Run 1, routing congestion map:
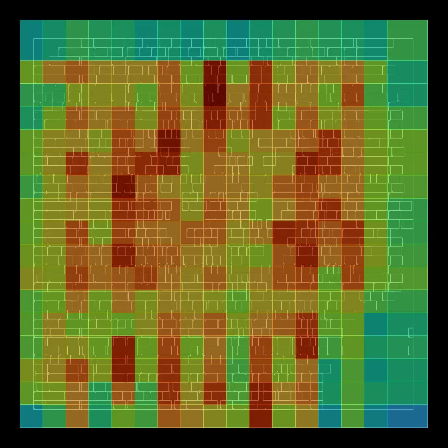
Run 1, M1 wires:
Scale bar: 20 µm.
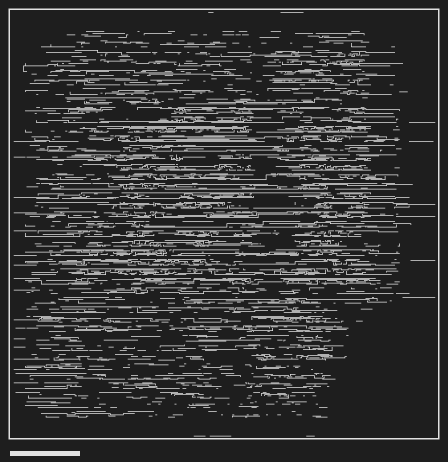
Run 1, M2 wires:
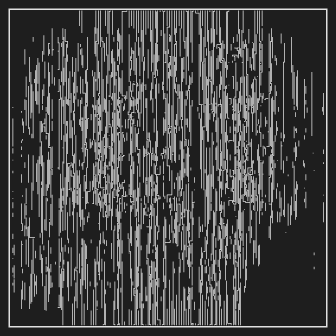
Run 1, local utilization:
Scale bar: 20 µm. 12 x 12 tiles, from black (low) to pale yellow (high), 0 to 100% covered.
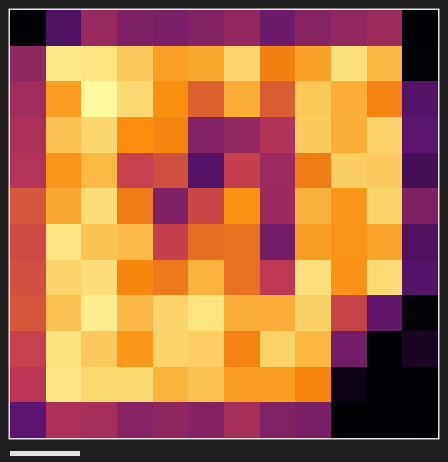
[config.mk]
export PLATFORM = sky130hd
export DESIGN_NAME = mem_access_unit_flat
export DESIGN_NICKNAME = d
export VERILOG_FILES = /design/src/rtl/mem_pkg.sv /design/src/rtl/mem_access_unit_if.sv /design/src/rtl/mem_lane_mux.sv /design/src/rtl/mem_access_unit.sv /design/src/flat_wrapper.sv
export SDC_FILE = /design/constraint.sdc
export NUM_CORES = 1
export LEC_CHECK = 0
export CORE_MARGIN = 4
export CORE_UTILIZATION = 51
export CTS_CLUSTER_SIZE = 14
export DETAILED_ROUTE_END_ITERATION = 12
export PLACE_DENSITY = 0.91
export SYNTH_ARGS = -nofsm -noshare
export SYNTH_HDL_FRONTEND = slang
export SYNTH_SLANG_ARGS = --single-unit
[constraint.sdc]
create_clock -name clk -period 6.8 [get_ports clk]
set_input_delay 2.04 -clock clk [delete_from_list [all_inputs] [get_ports clk]]
set_output_delay 2.04 -clock clk [all_outputs]
set_load 0.01 [all_outputs]
[src/rtl/mem_pkg.sv]
// mem_pkg: op codes, size codes and FSM encoding shared by the memory access unit
package mem_pkg;
    localparam logic [3:0] OP_LB  = 4'h0;
    localparam logic [3:0] OP_LH  = 4'h1;
    localparam logic [3:0] OP_LW  = 4'h2;
    localparam logic [3:0] OP_LBU = 4'h4;
    localparam logic [3:0] OP_LHU = 4'h5;
    localparam logic [3:0] OP_SB  = 4'h8;
    localparam logic [3:0] OP_SH  = 4'h9;
    localparam logic [3:0] OP_SW  = 4'hA;
    localparam logic [1:0] SZ_B = 2'd0;
    localparam logic [1:0] SZ_H = 2'd1;
    localparam logic [1:0] SZ_W = 2'd2;
    typedef enum logic [1:0] {ST_IDLE, ST_ACCESS, ST_WRITE, ST_RESP} state_t;
    function automatic logic op_legal(input logic [3:0] op);
        return op inside {OP_LB, OP_LH, OP_LW, OP_LBU, OP_LHU, OP_SB, OP_SH, OP_SW};
    endfunction
endpackage

[src/rtl/mem_access_unit_if.sv]
// mem_access_unit_if: request/response handshake plus the word-wide memory bus
interface mem_access_unit_if;
    logic        req_valid;
    logic        req_ready;
    logic [3:0]  req_op;
    logic [31:0] req_addr;
    logic [31:0] req_wdata;
    logic        resp_valid;
    logic [31:0] resp_rdata;
    logic        resp_err;
    logic [31:0] mem_addr;
    logic [31:0] mem_wdata;
    logic        mem_write;
    logic [31:0] mem_rdata;
    modport slave (
        input  req_valid, req_op, req_addr, req_wdata, mem_rdata,
        output req_ready, resp_valid, resp_rdata, resp_err, mem_addr, mem_wdata, mem_write
    );
    modport master (
        output req_valid, req_op, req_addr, req_wdata, mem_rdata,
        input  req_ready, resp_valid, resp_rdata, resp_err, mem_addr, mem_wdata, mem_write
    );
endinterface

[src/rtl/mem_lane_mux.sv]
// mem_lane_mux: little-endian lane extract/extend for loads and lane merge for sub-word stores
module mem_lane_mux
    import mem_pkg::*;
(
    input  logic [1:0]  i_addr,
    input  logic [2:0]  i_op,
    input  logic [31:0] i_rdata,
    input  logic [15:0] i_wdata,
    output logic [31:0] o_load,
    output logic [31:0] o_merge
);
    logic [7:0]  w_byte;
    logic [15:0] w_half;
    logic        w_uns;
    logic [1:0]  w_size;
    assign w_uns  = i_op[2];
    assign w_size = i_op[1:0];
    assign w_byte = i_rdata[{i_addr, 3'b000} +: 8];
    assign w_half = i_rdata[{i_addr[1], 4'b0000} +: 16];
    // Load result: pick the addressed lane(s) and sign- or zero-extend
    always_comb begin
        o_load = w_size == SZ_B ? {{24{~w_uns & w_byte[7]}}, w_byte} :
                 w_size == SZ_H ? {{16{~w_uns & w_half[15]}}, w_half} : i_rdata;
    end
    // Store merge: overwrite only the target lane(s) of the word read back from memory
    always_comb begin
        o_merge = i_rdata;
        if (w_size == SZ_B) o_merge[{i_addr, 3'b000} +: 8] = i_wdata[7:0];
        else if (w_size == SZ_H) o_merge[{i_addr[1], 4'b0000} +: 16] = i_wdata;
    end
endmodule

[src/rtl/mem_access_unit.sv]
// mem_access_unit: load/store initiator driving the byte-addressed word-wide data memory
module mem_access_unit
    import mem_pkg::*;
#(
    parameter int MEM_ADDR_BITS = 10
) (
    input  logic             clk,
    input  logic             reset,
    mem_access_unit_if.slave bus
);
    state_t      r_state;
    logic [3:0]  r_op;
    logic [1:0]  r_addr_lo;
    logic [15:0] r_wdata;
    logic [31:0] r_rdata;
    logic        r_err;
    logic [31:0] r_mem_addr;
    logic [31:0] r_mem_wdata;
    logic [31:0] w_load;
    logic [31:0] w_merge;
    logic        w_misaligned;
    logic        w_out_of_range;
    logic        w_bad;
    assign w_misaligned   = (bus.req_op[1:0] == SZ_H && bus.req_addr[0]) ||
                            (bus.req_op[1:0] == SZ_W && bus.req_addr[1:0] != 2'b00);
    assign w_out_of_range = (bus.req_addr >> MEM_ADDR_BITS) != 32'd0;
    assign w_bad          = w_misaligned || w_out_of_range || !op_legal(bus.req_op);
    mem_lane_mux u_lane (
        .i_addr  (r_addr_lo),
        .i_op    (r_op[2:0]),
        .i_rdata (bus.mem_rdata),
        .i_wdata (r_wdata),
        .o_load  (w_load),
        .o_merge (w_merge)
    );
    // Strobes come from state alone so reset kills a write in the cycle it is asserted
    assign bus.req_ready  = r_state == ST_IDLE;
    assign bus.resp_valid = r_state == ST_RESP;
    assign bus.mem_write  = r_state == ST_WRITE || (r_state == ST_ACCESS && r_op == OP_SW);
    assign bus.resp_rdata = r_rdata;
    assign bus.resp_err   = r_err;
    assign bus.mem_addr   = r_mem_addr;
    assign bus.mem_wdata  = r_mem_wdata;
    // Request sequencing: accept/check, memory access, optional merge write, one-cycle response
    always_ff @(posedge clk or posedge reset) begin
        if (reset) begin
            r_state     <= ST_IDLE;
            r_op        <= OP_LB;
            r_addr_lo   <= 2'b00;
            r_wdata     <= 16'd0;
            r_rdata     <= 32'd0;
            r_err       <= 1'b0;
            r_mem_addr  <= 32'd0;
            r_mem_wdata <= 32'd0;
        end else begin
            case (r_state)
                ST_IDLE: if (bus.req_valid) begin
                    r_op      <= bus.req_op;
                    r_addr_lo <= bus.req_addr[1:0];
                    r_wdata   <= bus.req_wdata[15:0];
                    if (w_bad) begin
                        r_rdata <= 32'd0;
                        r_err   <= 1'b1;
                        r_state <= ST_RESP;
                    end else begin
                        r_mem_addr  <= {bus.req_addr[31:2], 2'b00};
                        r_mem_wdata <= bus.req_wdata;
                        r_state     <= ST_ACCESS;
                    end
                end
                ST_ACCESS: begin
                    if (!r_op[3]) begin
                        r_rdata <= w_load;
                        r_err   <= 1'b0;
                        r_state <= ST_RESP;
                    end else if (r_op[1:0] == SZ_W) begin
                        r_rdata <= 32'd0;
                        r_err   <= 1'b0;
                        r_state <= ST_RESP;
                    end else begin
                        r_mem_wdata <= w_merge;
                        r_state     <= ST_WRITE;
                    end
                end
                ST_WRITE: begin
                    r_rdata <= 32'd0;
                    r_err   <= 1'b0;
                    r_state <= ST_RESP;
                end
                default: r_state <= ST_IDLE;
            endcase
        end
    end
endmodule
[src/flat_wrapper.sv]
// flat-port wrapper written by rule: the top's interface ports become plain ports
module mem_access_unit_flat import mem_pkg::*;
#(
    parameter int MEM_ADDR_BITS = 10
)
  (clk, reset, bus_req_valid, bus_req_op, bus_req_addr, bus_req_wdata, bus_mem_rdata, bus_req_ready, bus_resp_valid, bus_resp_rdata, bus_resp_err, bus_mem_addr, bus_mem_wdata, bus_mem_write);
  mem_access_unit_if bus_i ();
  input  logic clk;
  input  logic reset;
  input wire logic [$bits(bus_i.req_valid)-1:0] bus_req_valid;
  input wire logic [$bits(bus_i.req_op)-1:0] bus_req_op;
  input wire logic [$bits(bus_i.req_addr)-1:0] bus_req_addr;
  input wire logic [$bits(bus_i.req_wdata)-1:0] bus_req_wdata;
  input wire logic [$bits(bus_i.mem_rdata)-1:0] bus_mem_rdata;
  output wire logic [$bits(bus_i.req_ready)-1:0] bus_req_ready;
  output wire logic [$bits(bus_i.resp_valid)-1:0] bus_resp_valid;
  output wire logic [$bits(bus_i.resp_rdata)-1:0] bus_resp_rdata;
  output wire logic [$bits(bus_i.resp_err)-1:0] bus_resp_err;
  output wire logic [$bits(bus_i.mem_addr)-1:0] bus_mem_addr;
  output wire logic [$bits(bus_i.mem_wdata)-1:0] bus_mem_wdata;
  output wire logic [$bits(bus_i.mem_write)-1:0] bus_mem_write;
  assign bus_i.req_valid = bus_req_valid;
  assign bus_i.req_op = bus_req_op;
  assign bus_i.req_addr = bus_req_addr;
  assign bus_i.req_wdata = bus_req_wdata;
  assign bus_i.mem_rdata = bus_mem_rdata;
  assign bus_req_ready = bus_i.req_ready;
  assign bus_resp_valid = bus_i.resp_valid;
  assign bus_resp_rdata = bus_i.resp_rdata;
  assign bus_resp_err = bus_i.resp_err;
  assign bus_mem_addr = bus_i.mem_addr;
  assign bus_mem_wdata = bus_i.mem_wdata;
  assign bus_mem_write = bus_i.mem_write;
  mem_access_unit #(.MEM_ADDR_BITS(MEM_ADDR_BITS)) u_core (.clk(clk), .reset(reset), .bus(bus_i));
endmodule
==> GITHUB_STEP_SUMMARY, run 1 <==
## PnR job results

| Metric | Value |
|---|---|
| Status | complete, no violations |
| Die H | 123 µm |
| Post-Syn Area | 6690 µm² |
| CP top delay family | buffers and inverters |
| CLK BUF | 17 |
| Worst-Margin Slew | 1260 ps |
| Buffer share of cell area | 0.221 |
| # rows | 41 |
| Vias in the first global route | 6,110 |
| Adders+Majority by Area | 0.0168 |
| Layout cell share with drive strength beyond 1 | 0.185 |
| Clk slew on worst S/H paths | around 60 ps |
| Commonest flop | dfrtp_1 |
| Nets@finish | 904 |
| Dpl hpwl | 14,700 µm |
| Sequential power share | 0.275 |
| Detail Route Antenna Nets | 0 |
| Comb gate area | between 3000 and 4000 µm² |
| Crit path to | bus_mem_write |
| Clock Path Buffers | 2 |
| Max cap viols | 0 |
| Seq/total area | 0.319 |
| Yosys warns | 0 |
| Worst hold stages | 1 |
| Area-dominant class | logic gates |
| DR vias/cell | between 6 and 7 |
| Largest stage delay on the critical path | about 600 ps |
| Met3 GRT Util | 0.0691 |
| Most frequent cell after synthesis | dfrtp_1 |
| Power share of the clock group | 0.219 |
| Largest type area fraction | 0.445 |
| N_taps | 172 |
| Clock root cell | clkbuf_16 |
| Clk sinks | 119 |
| WP buf/inv | 3 |
| Fin cells | 977 |
| Post-synth top cells | dfrtp_1 (119), mux2_2 (91), o21ai_0 (47) |
| Setup slack, reg-to-reg | 2760 ps |
| Switching Share | 0.385 |
| Required @ worst endpoint | roughly 4800 ps |
| Initial antenna violation count | 0 |
| Comb gates | 436 |
| Worst Clk Skew | 7.85 ps |
| Worst r2r path cells | 8 |
| Avg Cell Area, Syn | 10.8 µm² |
| Starting DRT DRC Count | 651 |
| Critical Path AT | 2460 ps |
| Log Warnings | 33 |
| Post-synth regs | 119 |
| Slowest CP cell | clkdlybuf4s50_1 |
| Library cells used by synthesis | 46 |
| Crit-path cells | inv_1, ha_1, buf_4, nand2_1, o31ai_1, clkdlybuf4s50_1 |
| Crit path time final | approximately 4500 ps |
| Async set-reset flop share out of synthesis | 1.00 |
| Number of buffers added on ports | 200 |
| Sequential cell power | 0.00118 W |
| Final period utilization | 0.662 |
| Psw | 0.00165 W |
| Die area | 15,000 µm² |
| Power Density | 459 nW/µm² |
| Mux area share | 0.182 |
| FF-to-FF End | u_core.bus.mem_wdata[31] |
| Top cell excl fill/tap | clkdlybuf4s50_1 |
| Most frequent logic cells in the routed design | clkdlybuf4s50_1 (200), dfrtp_1 (119), mux2_2 (91) |
| Storage cell area | 2980 µm² |
| CP Capture Type | primary output |
| Remaining global-route overflow | 0 |
| ANT cells | 0 |
| Global-route wire length before repair | ~33,000 µm |
| Min-delay worst type | register to register |
| Met3 wire length | 1860 µm |
| Comb pwr | 0.00217 W |
| DR WL/cell | about 22 µm |
| Worst VDD drop | 0.289 mV |
| Worst r2r src | u_core.r_addr_lo[1] |
| Simple-gate share of the synthesized area | 0.120 |
| Non-CTS buffers | 209 |
| Crit path max fanout | 37 |
| Highest clock rate | 222 MHz |
| Final Hold Fails | 0 |
| Post-synthesis sequential area ratio | 0.445 |
| Post-CTS Hold Buffers | 0 |
| Hold Path End | u_core.bus.mem_addr[24] |
| Multi-input combinational area share | 0.367 |
| Metal2 WL | between 10,000 and 15,000 µm |
| M1 WL | 8400 µm |
| Non-Clock Inverter Count | 9 |
| CTS tree | done |
| Int Pwr | 0.00264 W |
| Total CTS buffers | 17 |
| Clk ins delay skew pair | 420 ps |
| Hold Crit Start | u_core.bus.mem_addr[24] |
| Gpl congestion | 0.914 |
| 1st-pass router iterations | 5 |
| Flip-flops with a built-in enable | 0 |
| PostCTS Resize Cnt | 0 |
| Slew headroom | 0.147 |
| YS chip area | 6690 µm² |
| Crit. Startpoint | u_core.r_state[1] |
| Area grow syn2layout | 39.6% |
| Main logic family | AND-OR/OR-AND gates |
| Seq cells | 119 |
| Yosys top cell by area | dfrtp_1 |
| I/O pins | 203 |
| LEAKAGE | 3.77 nW |
| Gr busiest metal | met2 |
| CTS H-tree depth | 4 |
Back to the opening pictures, 'routing congestion map':
GR Util All Layers: 0.289
met1 usage: 0.381

Back to the opening pictures, 'M1 wires':
share of all routed wire: 40%
longest straight run: 59.8 µm
main direction: horizontal
wire length on this layer: 8,400 µm
Via Count: 5,909
final wirelength: 21,200 µm

Back to the opening pictures, 'M2 wires':
nets with wire on the layer: 774
wire length on this layer: 10,200 µm
longest straight run: 43.2 µm
M2 GR Usage: 0.461

Back to the opening pictures, 'local utilization':
tiles over 75% full: 46%
emptiest ninth of the die: lower right
mean over tiles: 61%
fullest tile: 98%
nearly empty tiles: 6.9%
Final Util: 0.734
core box area: 12,700 µm²
fp_density: 0.526

-- run 1: flip-flops by register name (all words and copies together), names as in the netlist --
register / flops
u_core.bus.mem_addr: 30
u_core.bus.mem_wdata: 32
u_core.bus.resp_err: 1
u_core.bus.resp_rdata: 32
u_core.r_addr_lo: 2
u_core.r_op: 4
u_core.r_state: 2
u_core.r_wdata: 16
-- run 1: stage by stage --
step	cell area (µm²)	util	hold slack, ps	setup WS, ps	total power [W]
final	9340	0.734	483	2300	0.00429
after global routing	9340	0.734	509	2160	0.00453
after CTS	9340	0.734	488	2250	0.00429
after detailed placement	8730	0.686	472	2160	0.00331
after global placement	8730	0.686	470	2270	0.00323
after floorplan	6700	-	489	1600	0.00254
--- run 2 (diff from run 1) ---
Settings changed: CORE_UTILIZATION 51 to 48, PLACE_DENSITY 0.91 to 0.87.
Clock period 6.8 ns to 4.5 ns, I/O delays scaled along.
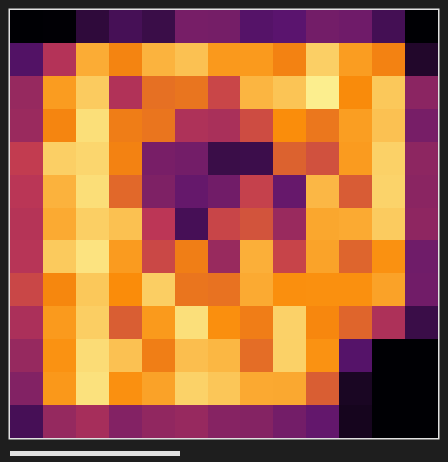
Run 2: local utilization
Scale bar: 50 µm. 13 x 13 tiles, from black (low) to pale yellow (high), 0 to 100% covered.
mean over tiles: 58%
fullest tile: 96%
nearly empty tiles: 5.3%
emptiest ninth of the die: lower right
tiles over 75% full: 39%
Final Util: 0.697
fp_density: 0.497
core box area: 13,500 µm²

==> GITHUB_STEP_SUMMARY, run 2 <==
## PnR job results

| Metric | Value |
|---|---|
| Fin cells | 987 (+1.0%) |
| GR Util All Layers | 0.267 (-0.0217) |
| Status | complete, no violations |
| Clk slew on worst S/H paths | 60 ps (about the same) |
| Worst hold stages | 1 (unchanged) |
| Hold WS | 489 ps (+6.05 ps) |
| Area grow syn2layout | 40.1% |
| Adders+Majority by Area | 0.0168 (unchanged) |
| Hold Crit Start | u_core.bus.mem_addr[21] |
| Slowest CP cell | nand2_1 |
| CTS H-tree depth | 4 (unchanged) |
| Via Count | 5,963 (+0.91%) |
| Worst VDD drop | 0.381 mV (+32%) |
| Final worst-path setup slack | 1010 ps (-1290 ps) |
| Clk sinks | 119 (unchanged) |
| Top cell excl fill/tap | clkdlybuf4s50_1 |
| Area fraction in compound gates | 0.191 |
| PostCTS Resize Cnt | 0 (unchanged) |
| Number of buffers added on ports | 200 (unchanged) |
| Max cap viols | 0 (unchanged) |
| Placed Area | 8790 µm² (+0.73%) |
| Final Hold Fails | 0 (unchanged) |
| Vias in the first global route | 6,087 (-0.38%) |
| YS chip area | 6690 µm² (unchanged) |
| Worst slack at placement | 609 ps (-1550 ps) |
| Most frequent cell after synthesis | dfrtp_1 |
| Required @ worst endpoint | 4800 ps (+40 ps) |
| Clock root cell | clkbuf_16 |
| Int Pwr | 0.00391 W (+48%) |
| LEAKAGE | 3.77 nW (about the same) |
| Die area | 15,900 µm² (+5.8%) |
| Post-synthesis sequential area ratio | 0.445 (unchanged) |
| Power share of the clock group | 0.205 (-0.014) |
| Final Power | 0.00641 W (+49%) |
| DR WL/cell | 21.6 µm (-0.64%) |
| FF-to-FF End | u_core.bus.mem_wdata[23] |
| Setup slack, reg-to-reg | 1390 ps (-1370 ps) |
| Highest clock rate | 286 MHz |
| Post-CTS Hold Buffers | 0 (unchanged) |
| WP buf/inv | 1 (-2) |
| Worst r2r src | u_core.r_addr_lo[0] |
| Psw | 0.00250 W (+51%) |
| Crit-path most repeated cell | nor4_1 |
| I/O pins | 203 (unchanged) |
| Avg Cell Area, Syn | 10.8 µm² (unchanged) |
| Library cells used by synthesis | 46 (unchanged) |
| Worst-Margin Slew | 1040 ps (-219 ps) |
| Clk ins delay skew pair | 420 ps (about the same) |
| Log Warnings | 33 (unchanged) |
| Comb gate area | 3430 µm² (+0.18%) |
| Dpl hpwl | 15,400 µm (+4.9%) |
| CTS tree | done |
| Post-Syn Area | 6690 µm² (unchanged) |
| Mux area share | 0.182 (unchanged) |
| Critical Path AT | 3790 ps (+1330 ps) |
| Initial antenna violation count | 0 (unchanged) |
| Yosys top cell by area | dfrtp_1 |
| Nets@finish | 910 (+0.66%) |
| Simple-gate share of the synthesized area | 0.120 (unchanged) |
| ANT cells | 0 (unchanged) |
| Commonest flop | dfrtp_1 |
| Starting DRT DRC Count | 563 (-14%) |
| Async set-reset flop share out of synthesis | 1.00 (unchanged) |
| Crit path time final | roughly 3500 ps |
| Final wirelength | 21,300 µm (+0.37%) |
| Layout cell share with drive strength beyond 1 | 0.192 (+0.00726) |
| Power Density | 684 nW/µm² (+49%) |
| # rows | 42 (+2.4%) |
| Min-delay worst type | register to register |
| Detail Route Antenna Nets | 0 (unchanged) |
| Flip-flops with a built-in enable | 0 (unchanged) |
| Worst r2r path cells | 7 (-1) |
| # setup viols final | 0 |
| Post-synth top cells | dfrtp_1 (119), mux2_2 (91), o21ai_0 (47) |
| 1st-pass router iterations | 5 (unchanged) |
| DIE WIDTH | about 130 µm |
| Crit. Startpoint | bus_req_addr[24] |
| DR vias/cell | 6.04 (-0.11%) |
| Post-synth regs | 119 (unchanged) |
| Slew headroom | 0.303 (+0.156) |
| Die H | 126 µm (+2.9%) |
| Comb pwr | 0.00331 W (+53%) |
| Remaining global-route overflow | 0 (unchanged) |
| Storage cell area | 2980 µm² (unchanged) |
| Sequential power share | 0.278 (+0.003) |
| Yosys warns | 0 (unchanged) |
| Crit path max fanout | 30 (-19%) |
| Design area | 9380 µm² (+0.33%) |
| Hold Path End | u_core.bus.mem_addr[21] |
| Worst Clk Skew | 13.6 ps (+5.77 ps) |
| Crit-path cells | clkdlybuf4s50_1, nor4_1, nand3_1, nor4_1, nand2_1, mux2_2 |
| Gpl congestion | 0.922 (+0.85%) |
| Main logic family | AND-OR/OR-AND gates |
| CP Capture Type | register |
==> run 2: cell counts after synthesis <==
Identical to the previous run, type by type.
==> run 2: cell type report <==
type / instances / area share
clock buffers: 18 / 0.0468
well taps: 176 / 0.0235
repair buffers: 215 / 0.227
flip-flops and latches: 119 / 0.318
multi-input cells: 436 / 0.366
clock inverters: 14 / 0.0149
inverters: 9 / 0.00400
==> run 2: layer usage <==
| metal | GRT usage | vias to the layer above | wire length [µm] | part of all wire |
|---|---|---|---|---|
| li1 | - | 2685 | - | - |
| met1 | 0.358 | 2897 | 8610 | 0.40 |
| met2 | 0.411 | 318 | 9940 | 0.47 |
| met3 | 0.0749 | 63 | 2010 | 0.094 |
| met4 | 0.109 | 0 | 720 | 0.034 |
| met5 | 0 | - | 0 | 0 |
--- run 3 (diff from run 2) ---
Clock period 4.5 ns to 3.35 ns, I/O delays scaled along.
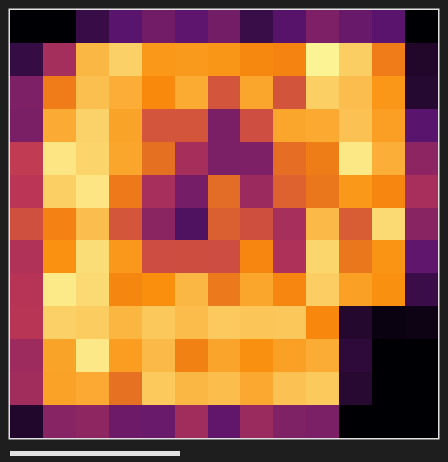
Run 3: local utilization
Scale bar: 50 µm. 13 x 13 tiles, from black (low) to pale yellow (high), 0 to 100% covered.
mean over tiles: 58%
tiles over 75% full: 41%
emptiest ninth of the die: lower right
fullest tile: 97%
Final Util: 0.704

==> GITHUB_STEP_SUMMARY, run 3 <==
## PnR job results

| Metric | Value |
|---|---|
| Vias in the first global route | 6,253 (+2.7%) |
| Crit. Startpoint | u_core.r_state[1] |
| Fp_density | 0.497 (unchanged) |
| Post-synthesis sequential area ratio | 0.445 (unchanged) |
| YS chip area | 6690 µm² (unchanged) |
| 1st-pass router iterations | 5 (unchanged) |
| Hold WS | 485 ps (-3.72 ps) |
| Max cap viols | 1 (+1) |
| Power Density | 929 nW/µm² (+36%) |
| Library cells used by synthesis | 46 (unchanged) |
| Commonest flop | dfrtp_1 |
| Remaining global-route overflow | 0 (unchanged) |
| Critical Path AT | 2100 ps (-1690 ps) |
| Met1 usage | 0.357 (-0.00104) |
| Top cell excl fill/tap | clkdlybuf4s50_1 |
| Int Pwr | 0.00542 W (+38%) |
| Fin cells | 994 (+0.71%) |
| Final Power | 0.00879 W (+37%) |
| Core box area | 13,500 µm² (unchanged) |
| ANT cells | 0 (unchanged) |
| Post-Syn Area | 6690 µm² (unchanged) |
| Log Warnings | 33 (unchanged) |
| Detail Route Antenna Nets | 0 (unchanged) |
| Power share of the clock group | 0.216 (+0.011) |
| M1 WL | 8960 µm (+4.0%) |
| GR Util All Layers | 0.273 (+0.00518) |
| PostCTS Resize Cnt | 0 (unchanged) |
| Met3 wire length | 1740 µm (-13%) |
| Clk ins delay skew pair | 420 ps (about the same) |
| Post-CTS Hold Buffers | 0 (unchanged) |
| Worst VDD drop | 0.618 mV (+62%) |
| DIE WIDTH | 126 µm (unchanged) |
| Area grow syn2layout | 41.5% |
| Crit-path cells | inv_1, ha_1, nand2_1, o31ai_1, clkdlybuf4s50_1 |
| Highest clock rate | 322 MHz |
| Design area | 9470 µm² (+0.99%) |
| Crit path max fanout | 4 (-87%) |
| Setup slack, reg-to-reg | 260 ps (-1130 ps) |
| Starting DRT DRC Count | 650 (+15%) |
| Gr busiest metal | met2 |
| Dpl hpwl | 15,700 µm (+1.8%) |
| Highest metal used | met4 |
| Avg Cell Area, Syn | 10.8 µm² (unchanged) |
| Die area | 15,900 µm² (unchanged) |
| Comb pwr | 0.00453 W (+37%) |
| CTS tree | done |
| Status | complete, but fails checks |
| Worst-Margin Slew | 1460 ps (+418 ps) |
| DR vias/cell | 6.04 (about the same) |
| Hold Path End | u_core.bus.mem_addr[21] |
| Slew headroom | 0.0120 (-0.291) |
| Sequential power share | 0.269 (-0.009) |
| # rows | 42 (unchanged) |
| LEAKAGE | 3.82 nW (+1.4%) |
| Yosys top cell by area | dfrtp_1 |
| Worst r2r path cells | 7 (unchanged) |
| I/O pins | 203 (unchanged) |
| Storage cell area | 2980 µm² (unchanged) |
| Met3 GRT Util | 0.0737 (-0.00127) |
| Number of buffers added on ports | 200 (unchanged) |
| Clk slew on worst S/H paths | 60 ps (about the same) |
| Worst hold stages | 1 (unchanged) |
| Clock root cell | clkbuf_16 |
| # setup viols final | 0 (unchanged) |
| Clk sinks | 119 (unchanged) |
| Initial antenna violation count | 0 (unchanged) |
| Post-synth regs | 119 (unchanged) |
| Failing checks | max-capacitance violations |
| Min-delay worst type | register to register |
| Hold Crit Start | u_core.bus.mem_addr[21] |
| Worst Clk Skew | 11.0 ps (-2.64 ps) |
| Nets@finish | 917 (+0.77%) |
## run 3: cell counts after synthesis
No cell type changed its count.
## run 3: cell type report
| type | count | share of cell area |
|---|---|---|
| repair buffers | 222 | 0.232 |
| inverters | 9 | 0.00396 |
| multi-input cells | 436 | 0.362 |
| clock inverters | 13 | 0.0180 |
| clock buffers | 19 | 0.0468 |
| flip-flops and latches | 119 | 0.315 |
| well taps | 176 | 0.0233 |
## run 3: cell families after synthesis
| logic type | Yosys count | synth area share |
|---|---|---|
| AND-OR/OR-AND | 181 | 0.191 |
| adder cells (fa/ha/maj) | 9 | 0.0168 |
| multiplexers | 100 | 0.182 |
| buffers and inverters | 66 | 0.0449 |
| flip-flops | 119 | 0.445 |
| other | 1 | 0.000560 |
| AND/OR/NAND/NOR | 144 | 0.120 |
Power figures rest on the tool's default switching activity, not on a simulated workload.
